Design codma_task_fetch, sky130hd; sources not shown.
Fig. 1: clock wiring as the flow saved it
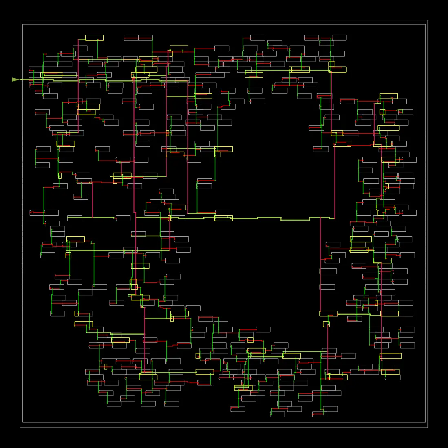
CTS Buf Count: 38
clock skew: 0.03609 ns
CTS Sinks: 336
FF+latch count: 336
clkbuf count: 38

Fig. 2: pin placement
Scale bar: 50 um. Pins as bars across the die edge, other pins in gray.
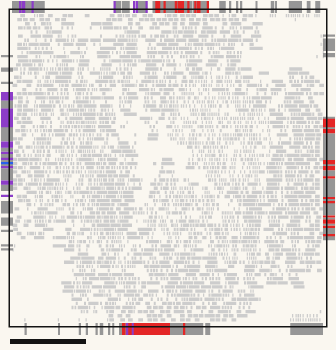
| color | port | pins | direction | edge |
|---|---|---|---|---|
| blue | error_o | 1 | output | left |
| purple | mem_addr_o | 32 | output | 22 left, 8 top, 2 bottom |
| red | mem_rdata_i | 64 | input | 32 bottom, 18 right, 14 top |
all pins by edge: 106 top, 95 bottom, 69 right, 66 left
Chip Width: 209.0 um
die y size: 209.0 um
PortBufs: 271

Fig. 3: gate-type map
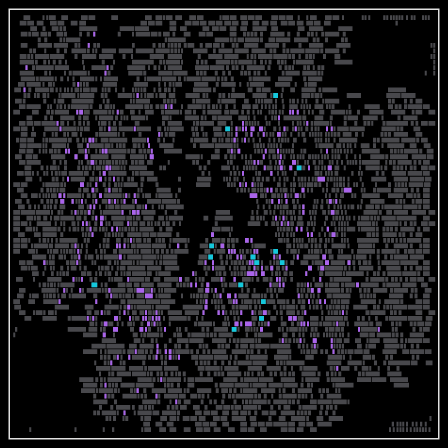
| color | family | cells | most used |
|---|---|---|---|
| cyan | non-inverting ao/oa cells | 14 | a21o_1 |
| purple | nor cells | 296 | nor2_1 |
final cell count without fillers: 3782
combinational share of cell area: 43.44%
highest-count logic cell in the final layout: nand2_1

Fig. 4: zoomed window
Scale bar: 5 um. Window x 95 to 115, y 136 to 156 um. Cells in gray, sequential cells in the stronger gray; small squares are vias.
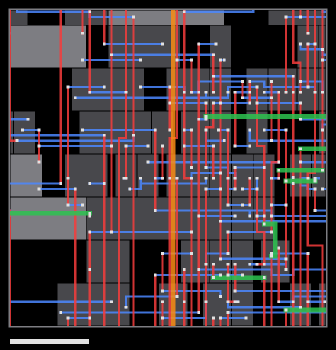
| color | layer |
|---|---|
| blue | M1 |
| red | M2 |
| green | M3 |
| orange | M4 |
sequential cells in the window: 2
most frequent: nand2_1 (10), nor2_1 (7), inv_1 (5)
cells with their middle in the window: 39

Fig. 5: wire density map
The die is cut into 21 by 21 equal tiles; white is low, dark blue is high, scaled to the fullest tile. Values are wire area over tile area, all layers added.
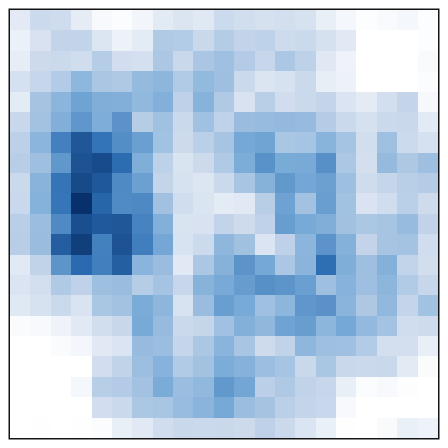
fullest tile: 0.88
mean over tiles: 0.28
tiles over half the peak: 15%
nearly empty tiles: 8.6%
densest ninth of the die: left middle
All-Layer GR Usage: 29.84%
vias after detailed routing: 21090

==> flow_metrics.tcl <==
# collected from the flow reports
set metrics [dict create \
    period_needed_ns 3.666 \
    synth_seq_share_pct 34.87 \
    placed_cell_area_sq_mm 0.02234 \
    async_flop_share_pct 0 \
    maxSlewHeadroom_pct 28.37 \
    tool_warnings 33 \
    ys_sh_simple_pct 26.56 \
    synth-seq-cells 336 \
    vias_per_cell 5.576 \
    slew_viol_final 0 \
    critical_path_class "flip-flop to flip-flop" \
    yosys_cells 2957 \
    fp-utilization_pct 45.78 \
    synth_chip_area_sq_mm 0.01929 \
    min_path_cells 2 \
    hpwl_um 50530 \
    synthTopLogicFamily "simple AND/OR/NAND/NOR gates" \
    antenna_left 0 \
    grt_max_degree 136 \
    intPower_uw 6313 \
    grt_pass1_vias 19460 \
    area_leaders "dfxtp_1 35%, nand2_1 12%, a21oi_1 8.8%" \
    drcViolationCount 0 \
    synthCells 2957 \
    crit_top_cell "nand2_1" \
    drt_iter0_drc 2342 \
    final_cell_area_sq_mm 0.02472 \
    xor_area_share_pct 1.635 \
    tritoncts "done" \
    hp-class "flip-flop to flip-flop" \
    die_area_sq_mm 0.04370 \
    cp-start-kind "flip-flop" \
    outcome "finished, final reports clean" \
    drt-pass1-iter-count 7 \
    fmax_mhz 272.8 \
    switchingPower_uw 2599 \
    top_area_share_pct 34.87 \
    whs_ns 0.4457 \
    synth.area.mux_share_pct 0 \
]
-- stage by stage --
step,setup TNS (ns),utilization [%],worst slack [ns]
floorplan,0,-,0.7219
global placement,0,53.02,0.02722
detailed placement,-0.3719,53.02,-0.05295
CTS,0,56.44,0.2657
global route,0,58.68,0.04606
finish,0,58.68,0.2440
-- power groups by stage --
stage               Combinational, uW  Sequential [uW]  Clock (uW)
floorplan                         800             3790           0
global placement                 1330             3770           0
detailed placement               1350             3770           0
CTS                              1390             3700        3670
global route                     1700             3720        3820
finish                           1580             3710        3620
-- worst max-delay path: cells and delay by family, from the launching register on --
kind | cells | cell delay [ns]
adders and majority gates | 2 | 0.60
and+or+nand+nor | 21 | 2.14
AOI/OAI and AO/OA | 1 | 0.05
buffers and inverters | 2 | 0.37
DFF | 1 | 0.36
-- logic make-up (layout without fill, tap and decap cells) --
family / Yosys count / after routing
compound gates: 692 / 692
xor+xnor: 36 / 36
fa+ha+maj: 70 / 70
buf+inv: 612 / 835
flops: 336 / 336
simple gates: 1210 / 1210
other cells: 1 / 64
-- Yosys cell counts, drive strengths merged (6+ instances only) --
cell type / number
nand3b: 16
ha: 68
buf: 103
a21o: 10
nor3: 35
inv: 420
xor2: 31
or2: 6
nor4: 13
o211ai: 10
nor2: 247
nand4: 36
a21oi: 340
nand2: 625
a31oi: 14
clkbuf: 86
dfxtp: 336
nand3: 229
o21ai: 295
-- metal layers --
metal / GRT usage (%) / part of all wire (%)
met1: 36.41 / 38
met2: 50.82 / 47
met3: 4.238 / 8.6
met4: 15.85 / 6.2
met5: 0 / 0
-- what timing repair did --
action,4_1_cts,5_1_grt
setup endpoints to repair,129,135
cloned,1,13
resized,39,138
setup buffers,1,15
pin swaps,2,33
-- cell type report --
type | instances | area (sq um)
clock inverter | 29 | 297.8
tap | 539 | 674.4
clock buffer | 38 | 950.9
sequential | 336 | 6753
inverter | 423 | 1610
multi-input combinational | 2072 | 10740
timing repair buffer | 345 | 3697
fill | 3925 | 17410
Power is estimated from default activity; no workload was simulated.
